--- src/rtl/load_store_unit_if.sv ---
// ---------------------------------------------------------------------------
// load_store_unit_if
// Request/response handshake between the microcoded control path and the LSU,
// plus the LSU's port onto the synchronous byte-enabled data SRAM.
//   slave  : the view the LSU takes of this bundle
//   master : the view of the environment (control path + SRAM)
// ---------------------------------------------------------------------------
interface load_store_unit_if #(
  parameter int MEM_ADDR_WIDTH = 4
);
  // request channel from the control path
  logic                      req_valid;
  logic                      req_ready;
  logic                      req_we;
  logic [2:0]                req_funct3;
  logic [31:0]               req_addr;
  logic [31:0]               req_wdata;

  // response channel, a single-cycle pulse with no back-pressure
  logic                      rsp_valid;
  logic [31:0]               rsp_data;
  logic                      rsp_err;

  // data SRAM port
  logic                      mem_en;
  logic                      mem_r;
  logic                      mem_w;
  logic [MEM_ADDR_WIDTH-1:0] mem_r_addr;
  logic [MEM_ADDR_WIDTH-1:0] mem_w_addr;
  logic [3:0]                mem_byte_en;
  logic [31:0]               mem_in;
  logic [31:0]               mem_out;

  modport slave (
    input  req_valid, req_we, req_funct3, req_addr, req_wdata, mem_out,
    output req_ready, rsp_valid, rsp_data, rsp_err,
           mem_en, mem_r, mem_w, mem_r_addr, mem_w_addr, mem_byte_en, mem_in
  );

  modport master (
    output req_valid, req_we, req_funct3, req_addr, req_wdata, mem_out,
    input  req_ready, rsp_valid, rsp_data, rsp_err,
           mem_en, mem_r, mem_w, mem_r_addr, mem_w_addr, mem_byte_en, mem_in
  );
endinterface

--- src/rtl/load_store_unit.sv ---
// ---------------------------------------------------------------------------
// load_store_unit
// RV32 load/store front end for a synchronous byte-enabled data SRAM.
// One request at a time; one response pulse per request. Byte addresses are
// folded onto SRAM word addresses (upper bits alias), store data is shifted
// into its byte lanes and load data is aligned and sign/zero-extended.
//
// Optional feature macro: LSU_MISALIGN_SPLIT_EN
//   undefined : misaligned H/W accesses are rejected with rsp_err
//   defined   : misaligned accesses become two back-to-back SRAM accesses
//               (word A lanes off..3, then word A+1 the remaining low lanes)
//
// XLEN must be 32 (four byte lanes). READ_LATENCY is 1 for an SRAM with a
// registered output and 0 for a fall-through read port.
// ---------------------------------------------------------------------------
module load_store_unit #(
  parameter int XLEN           = 32,
  parameter int MEM_ADDR_WIDTH = 4,
  parameter int READ_LATENCY   = 1
) (
  input logic              clk,
  input logic              rst_n,
  load_store_unit_if.slave bus
);

  localparam int AW = MEM_ADDR_WIDTH;
  localparam logic [AW-1:0] WORD_ONE = {{(AW-1){1'b0}}, 1'b1};

`ifdef LSU_MISALIGN_SPLIT_EN
  localparam bit SPLIT_EN = 1'b1;
`else
  localparam bit SPLIT_EN = 1'b0;
`endif

  typedef enum logic [1:0] {
    IDLE    = 2'd0,
    WAIT_RD = 2'd1,
    SPLIT2  = 2'd2,
    RSP     = 2'd3
  } state_t;

  // Byte-lane mask over two consecutive words; bits [7:4] are the spill
  // into the following word for a misaligned access.
  function automatic logic [7:0] lane_mask(input logic [1:0] size, input logic [1:0] off);
    logic [7:0] base;
    case (size)
      2'd0:    base = 8'h01;
      2'd1:    base = 8'h03;
      default: base = 8'h0F;
    endcase
    return base << off;
  endfunction

  // Store data placed on the byte lanes of two consecutive words.
  function automatic logic [63:0] lane_data(input logic [31:0] data, input logic [1:0] off);
    return {32'h0, data} << {off, 3'b000};
  endfunction

  // Pick the addressed bytes out of two consecutive words and extend them.
  function automatic logic [31:0] extend_load(input logic [63:0] raw, input logic [1:0] off,
                                              input logic [2:0] funct3);
    logic [31:0] lanes;
    logic [31:0] result;
    lanes = 32'(raw >> {off, 3'b000});
    case (funct3[1:0])
      2'd0:    result = funct3[2] ? {24'h0, lanes[7:0]}  : {{24{lanes[7]}},  lanes[7:0]};
      2'd1:    result = funct3[2] ? {16'h0, lanes[15:0]} : {{16{lanes[15]}}, lanes[15:0]};
      default: result = lanes;
    endcase
    return result;
  endfunction

  state_t            state_q, state_d;
  logic              we_q;
  logic [2:0]        funct3_q;
  logic [1:0]        off_q;
  logic [AW-1:0]     word_q;
  logic              split_q;
  logic [3:0]        split_be_q;
  logic [31:0]       split_in_q;
  logic [31:0]       lo_q;
  logic [XLEN-1:0]   rsp_data_q;
  logic              rsp_err_q;

  logic              req_ready_c;
  logic              accept;
  logic [1:0]        size_c;
  logic [1:0]        off_c;
  logic [AW-1:0]     word_c;
  logic [7:0]        mask_c;
  logic [63:0]       wide_c;
  logic              illegal_c;
  logic              misalign_c;
  logic              unused_addr;

  logic              en_c, r_c, w_c;
  logic [AW-1:0]     addr_c;
  logic [3:0]        be_c;
  logic [31:0]       min_c;
  logic              lo_load;
  logic              rsp_data_load;
  logic [XLEN-1:0]   rsp_data_d;
  logic              rsp_err_load;
  logic              rsp_err_d;

  assign size_c      = bus.req_funct3[1:0];
  assign off_c       = bus.req_addr[1:0];
  assign word_c      = bus.req_addr[AW+1:2];
  assign unused_addr = ^bus.req_addr[31:AW+2];
  assign mask_c      = lane_mask(size_c, off_c);
  assign wide_c      = lane_data(bus.req_wdata, off_c);
  assign misalign_c  = |mask_c[7:4];
  assign illegal_c   = (size_c == 2'd3) ||
                       (bus.req_we && bus.req_funct3[2]) ||
                       (!bus.req_we && (size_c == 2'd2) && bus.req_funct3[2]);

  assign req_ready_c = (state_q == IDLE) && rst_n;
  assign accept      = bus.req_valid && req_ready_c;

  // Next-state logic and SRAM strobes; the first access is issued
  // combinationally in the handshake cycle, the split access from SPLIT2.
  always_comb begin
    state_d       = state_q;
    en_c          = 1'b0;
    r_c           = 1'b0;
    w_c           = 1'b0;
    addr_c        = word_c;
    be_c          = 4'h0;
    min_c         = 32'h0;
    lo_load       = 1'b0;
    rsp_data_load = 1'b0;
    rsp_data_d    = '0;
    rsp_err_load  = 1'b0;
    rsp_err_d     = 1'b0;
    case (state_q)
      IDLE: begin
        if (accept) begin
          rsp_data_load = 1'b1;
          rsp_err_load  = 1'b1;
          if (illegal_c || (misalign_c && !SPLIT_EN)) begin
            rsp_err_d = 1'b1;
            state_d   = RSP;
          end else begin
            en_c  = 1'b1;
            r_c   = !bus.req_we;
            w_c   = bus.req_we;
            be_c  = bus.req_we ? mask_c[3:0] : 4'h0;
            min_c = bus.req_we ? wide_c[31:0] : 32'h0;
            if (misalign_c) begin
              lo_load = !bus.req_we && (READ_LATENCY == 0);
              state_d = SPLIT2;
            end else if (bus.req_we) begin
              state_d = RSP;
            end else if (READ_LATENCY == 0) begin
              rsp_data_d = extend_load({32'h0, bus.mem_out}, off_c, bus.req_funct3);
              state_d    = RSP;
            end else begin
              state_d = WAIT_RD;
            end
          end
        end
      end
      SPLIT2: begin
        en_c   = 1'b1;
        r_c    = !we_q;
        w_c    = we_q;
        addr_c = word_q + WORD_ONE;
        be_c   = we_q ? split_be_q : 4'h0;
        min_c  = we_q ? split_in_q : 32'h0;
        if (we_q) begin
          state_d = RSP;
        end else if (READ_LATENCY == 0) begin
          rsp_data_load = 1'b1;
          rsp_data_d    = extend_load({bus.mem_out, lo_q}, off_q, funct3_q);
          state_d       = RSP;
        end else begin
          lo_load = 1'b1;
          state_d = WAIT_RD;
        end
      end
      WAIT_RD: begin
        rsp_data_load = 1'b1;
        rsp_data_d    = extend_load(split_q ? {bus.mem_out, lo_q} : {32'h0, bus.mem_out},
                                    off_q, funct3_q);
        state_d       = RSP;
      end
      RSP: begin
        state_d = IDLE;
      end
      default: begin
        state_d = IDLE;
      end
    endcase
  end

  // State register plus the request fields and read data held across the access.
  always_ff @(posedge clk or negedge rst_n) begin
    if (!rst_n) begin
      state_q    <= IDLE;
      we_q       <= 1'b0;
      funct3_q   <= 3'h0;
      off_q      <= 2'h0;
      word_q     <= '0;
      split_q    <= 1'b0;
      split_be_q <= 4'h0;
      split_in_q <= 32'h0;
      lo_q       <= 32'h0;
      rsp_data_q <= '0;
      rsp_err_q  <= 1'b0;
    end else begin
      state_q <= state_d;
      if (accept) begin
        we_q       <= bus.req_we;
        funct3_q   <= bus.req_funct3;
        off_q      <= off_c;
        word_q     <= word_c;
        split_q    <= misalign_c;
        split_be_q <= mask_c[7:4];
        split_in_q <= wide_c[63:32];
      end
      if (lo_load) begin
        lo_q <= bus.mem_out;
      end
      if (rsp_data_load) begin
        rsp_data_q <= rsp_data_d;
      end
      if (rsp_err_load) begin
        rsp_err_q <= rsp_err_d;
      end
    end
  end

  assign bus.req_ready   = req_ready_c;
  assign bus.rsp_valid   = (state_q == RSP);
  assign bus.rsp_data    = rsp_data_q;
  assign bus.rsp_err     = rsp_err_q;
  assign bus.mem_en      = en_c && rst_n;
  assign bus.mem_r       = r_c && rst_n;
  assign bus.mem_w       = w_c && rst_n;
  assign bus.mem_r_addr  = addr_c;
  assign bus.mem_w_addr  = addr_c;
  assign bus.mem_byte_en = be_c & {4{rst_n}};
  assign bus.mem_in      = min_c;

endmodule

--- src/flat_wrapper.sv ---
// flat-port wrapper written by rule: the top's interface ports become plain ports
module load_store_unit_flat 
#(
  parameter int XLEN           = 32,
  parameter int MEM_ADDR_WIDTH = 4,
  parameter int READ_LATENCY   = 1
)
  (clk, rst_n, bus_req_valid, bus_req_we, bus_req_funct3, bus_req_addr, bus_req_wdata, bus_mem_out, bus_req_ready, bus_rsp_valid, bus_rsp_data, bus_rsp_err, bus_mem_en, bus_mem_r, bus_mem_w, bus_mem_r_addr, bus_mem_w_addr, bus_mem_byte_en, bus_mem_in);
  load_store_unit_if #(.MEM_ADDR_WIDTH(MEM_ADDR_WIDTH)) bus_i ();
  input logic clk;
  input logic rst_n;
  input wire logic [$bits(bus_i.req_valid)-1:0] bus_req_valid;
  input wire logic [$bits(bus_i.req_we)-1:0] bus_req_we;
  input wire logic [$bits(bus_i.req_funct3)-1:0] bus_req_funct3;
  input wire logic [$bits(bus_i.req_addr)-1:0] bus_req_addr;
  input wire logic [$bits(bus_i.req_wdata)-1:0] bus_req_wdata;
  input wire logic [$bits(bus_i.mem_out)-1:0] bus_mem_out;
  output wire logic [$bits(bus_i.req_ready)-1:0] bus_req_ready;
  output wire logic [$bits(bus_i.rsp_valid)-1:0] bus_rsp_valid;
  output wire logic [$bits(bus_i.rsp_data)-1:0] bus_rsp_data;
  output wire logic [$bits(bus_i.rsp_err)-1:0] bus_rsp_err;
  output wire logic [$bits(bus_i.mem_en)-1:0] bus_mem_en;
  output wire logic [$bits(bus_i.mem_r)-1:0] bus_mem_r;
  output wire logic [$bits(bus_i.mem_w)-1:0] bus_mem_w;
  output wire logic [$bits(bus_i.mem_r_addr)-1:0] bus_mem_r_addr;
  output wire logic [$bits(bus_i.mem_w_addr)-1:0] bus_mem_w_addr;
  output wire logic [$bits(bus_i.mem_byte_en)-1:0] bus_mem_byte_en;
  output wire logic [$bits(bus_i.mem_in)-1:0] bus_mem_in;
  assign bus_i.req_valid = bus_req_valid;
  assign bus_i.req_we = bus_req_we;
  assign bus_i.req_funct3 = bus_req_funct3;
  assign bus_i.req_addr = bus_req_addr;
  assign bus_i.req_wdata = bus_req_wdata;
  assign bus_i.mem_out = bus_mem_out;
  assign bus_req_ready = bus_i.req_ready;
  assign bus_rsp_valid = bus_i.rsp_valid;
  assign bus_rsp_data = bus_i.rsp_data;
  assign bus_rsp_err = bus_i.rsp_err;
  assign bus_mem_en = bus_i.mem_en;
  assign bus_mem_r = bus_i.mem_r;
  assign bus_mem_w = bus_i.mem_w;
  assign bus_mem_r_addr = bus_i.mem_r_addr;
  assign bus_mem_w_addr = bus_i.mem_w_addr;
  assign bus_mem_byte_en = bus_i.mem_byte_en;
  assign bus_mem_in = bus_i.mem_in;
  load_store_unit #(.XLEN(XLEN), .MEM_ADDR_WIDTH(MEM_ADDR_WIDTH), .READ_LATENCY(READ_LATENCY)) u_core (.clk(clk), .rst_n(rst_n), .bus(bus_i));
endmodule
--- config.mk ---
export PLATFORM = sky130hd
export DESIGN_NAME = load_store_unit_flat
export DESIGN_NICKNAME = d
export VERILOG_FILES = /design/src/rtl/load_store_unit_if.sv /design/src/rtl/load_store_unit.sv /design/src/flat_wrapper.sv
export SDC_FILE = /design/constraint.sdc
export NUM_CORES = 1
export LEC_CHECK = 0
export ABC_CLOCK_PERIOD_IN_PS = 5400
export CAP_MARGIN = 20
export CORE_ASPECT_RATIO = 1.1
export CORE_MARGIN = 2
export CORE_UTILIZATION = 45
export DETAILED_ROUTE_END_ITERATION = 16
export PLACE_DENSITY = 0.73
export SLEW_MARGIN = 15
export SYNTH_ARGS = -nofsm -noshare
export SYNTH_HDL_FRONTEND = slang
export SYNTH_SLANG_ARGS = --single-unit
--- constraint.sdc ---
create_clock -name clk -period 5.4 [get_ports clk]
set_input_delay 1.08 -clock clk [delete_from_list [all_inputs] [get_ports clk]]
set_output_delay 1.08 -clock clk [all_outputs]
set_load 0.05 [all_outputs]
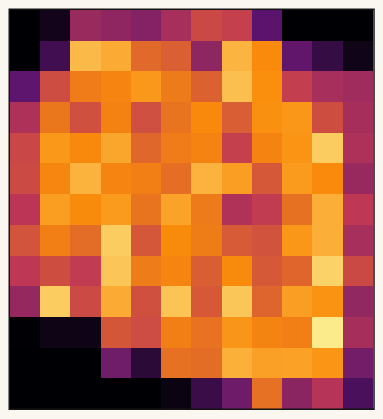
cell_density.png
Scale: 3 px per micron. The die is cut into 12 by 13 equal tiles; black is low, pale yellow is high, 0 to 100% covered.
tiles over 75% full: 24%
nearly empty tiles: 9.0%
emptiest ninth of the die: bottom left
fp util: 45.6%
final design utilization: 61.2%

==> run notes <==
The run finished with clean final reports. The initialized floorplan defines 47 standard-cell rows. The routed design shows a wire length per standard cell of 20.6 microns.

The post-placement cell area is 8820 sq um. Endpoint of the lowest-slack register-to-register path: u_core.bus.rsp_data[25]$_DFFE_PN0P_. The run gives 20.4% for the fraction of layout instances using a drive strength above 1. Entering global routing, the biggest net connects 72 pins. The run gives 563 nW/um^2 for the total power per unit cell area.

The DRC violation total left in the routed layout is recorded as 0. Ranked by total cell area, the synthesized netlist is headed by dfrtp_1, mux4_2, mux2i_1. For this run the aggregate overflow at the end of global routing stands at 0. Looking at the clock tree report, the maximum root-to-sink buffer count equals 2. Post-synth the commonest register cell is dfrtp_1. Setup slack on the worst reg-to-reg path comes out at 2.68 ns. In this run, synthesis inferred 0 flip-flops with an integrated enable. According to the floorplan report, the die width is 121 microns. Leaving out buffers and inverters, the combinational logic in the layout accounts for 3850 sq um. The placeable core region was 14900 sq um. The power report puts the leakage power at 3.80 nW. The clock input transition at the sequential cells of the worst setup and hold paths came out at 0.07 ns.

The post-synthesis chip area from yosys is 6790 sq um, and the proportion of synthesized flip-flops having asynchronous set or reset is 100%. Post-CTS repair ended up resizing 0 cells. With the number of CTS-inserted buffers at 9, the sequential cell area is 2630 sq um. The worst hold path belongs to the class register to register. The synthesized netlist was found by Yosys to have 655 cells. The run gives 16100 sq um as the die area. The capturing instance or port of the critical path is bus_mem_in[22]. Setup repair after global routing left no endpoint under its margin.

In this run the maximum-capacitance check reported violations numbering 0. The detail route stage leaves a number of antenna-violating nets equal to 0. In this run, synthesis produced a sequential element count of 105. With the mean area per synthesized cell at 10.4 sq um, the placer's final routability congestion estimate is 0.877.

The launch point of the worst min-delay path is recorded as u_core.split_be_q[2]$_DFFE_PN0P_. With the H-tree level count at 3, the part of the Yosys area used for sequential elements is 38.7%. The share of the synthesized area in the top cell type was 38.7%. The critical path's slowest cell is nor4b_4. The run gives 595 for the initial detailed-routing violation count. The number of antenna violations at the first check in global routing came out at 0. The post-synthesis cell type with the largest instance count was dfrtp_1. The tools report the number of inserted filler cells in the final layout as 1182.
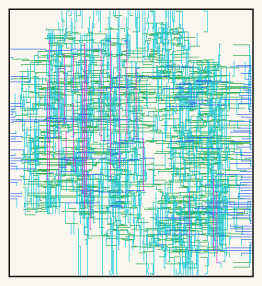
wires.png
Scale: 2 px per micron.
legend:
  magenta:
    layer: metal 4
    wire_length: 885 microns
  blue:
    layer: metal 3
    wire_length: 1320 microns
  green:
    layer: metal 1
    wire_length: 8060 microns
  cyan:
    layer: metal 2
    wire_length: 9840 microns
via total after detailed routing: 5987
total routing resource utilization after global routing: 25.4%
total wirelength of the detailed-routed design: 20100 microns

power breakdown:
| group | total (W) | switching, W | leakage (nW) | internal (W) |
|---|---|---|---|---|
| Combinational | 0.00300 | 0.00169 | 2.37 | 0.00131 |
| Sequential | 0.00149 | 0.000318 | 1.30 | 0.00117 |
| Clock | 0.000640 | 0.000318 | 0.132 | 0.000322 |
metal layers:
metal | wire length [microns] | up-vias | share of wire (%) | global-route usage, %
li1 | - | 2692 | - | -
met1 | 8060 | 2981 | 40 | 32.7
met2 | 9840 | 269 | 49 | 41.3
met3 | 1320 | 45 | 6.6 | 4.27
met4 | 884 | 0 | 4.4 | 12.6
met5 | 0 | - | 0 | 0
cells by family after synthesis:
kind of cell,synth area share [%]
muxes,27.4
AOI/OAI and AO/OA,14.1
xor gates and xnor gates,0.258
buffers and inverters,4.72
adders and majority gates,0.184
DFF,38.7
and+or+nand+nor,14.6
per-stage QoR:
stage | instances | power, W | setup WS, ns
2_1_floorplan | 655 | 0.00359 | 0.00399
3_3_place_gp | 960 | 0.00438 | 0.748
3_5_place_dp | 960 | 0.00449 | 0.690
4_1_cts | 976 | 0.00515 | 0.684
5_1_grt | 976 | 0.00543 | 0.526
6_report | 976 | 0.00513 | 0.643
sequential cells by signal, indices dropped and copies added, names as in the netlist:
name	cells
u_core.word_q	4
u_core.split_be_q	3
u_core.bus.rsp_data	32
u_core.off_q	2
u_core.state_q	2
u_core.we_q	1
u_core.split_q	1
u_core.lo_q	32
u_core.split_in_q	24
u_core.bus.rsp_err	1
u_core.funct3_q	3
cell type report:
class | count | area share [%]
Inverter | 7 | 0.288
Timing Repair Buffer | 172 | 22.7
Sequential cell | 105 | 28.9
Multi-Input combinational cell | 480 | 42.3
Clock buffer | 9 | 2.47
Tap cell | 196 | 2.69
Clock inverter | 7 | 0.687
cell usage in the layout (no fill, tap or decap), drive strengths merged, types with 2 or more instances in the layout:
cell type / synthesis / routed
clkdlybuf4s50: 0 / 117
dfrtp: 105 / 105
nand2: 79 / 79
mux2i: 60 / 60
buf: 33 / 55
mux2: 42 / 42
nor2: 42 / 42
nand3: 39 / 39
mux4: 35 / 35
o21ai: 29 / 29
a22oi: 23 / 23
a22o: 16 / 16
nor3: 13 / 13
a21oi: 11 / 11
nor2b: 11 / 11
inv: 7 / 10
a221o: 9 / 9
clkbuf: 30 / 9
and3: 8 / 8
a211oi: 8 / 8
o2111ai: 8 / 8
o2bb2ai: 7 / 7
a211o: 7 / 7
nand4: 4 / 4
nand2b: 4 / 4
and2: 3 / 3
clkinvlp: 0 / 3
or2: 3 / 3
o311a: 2 / 2
or3: 2 / 2
critical path, delay by kind of cell:
family                 cells  cell delay (ns)
buffers and inverters      3             0.95
and+or+nand+nor            2             0.94
AOI/OAI and AO/OA          2             0.70
No activity file was given, so power comes from the tool's default toggle rates.
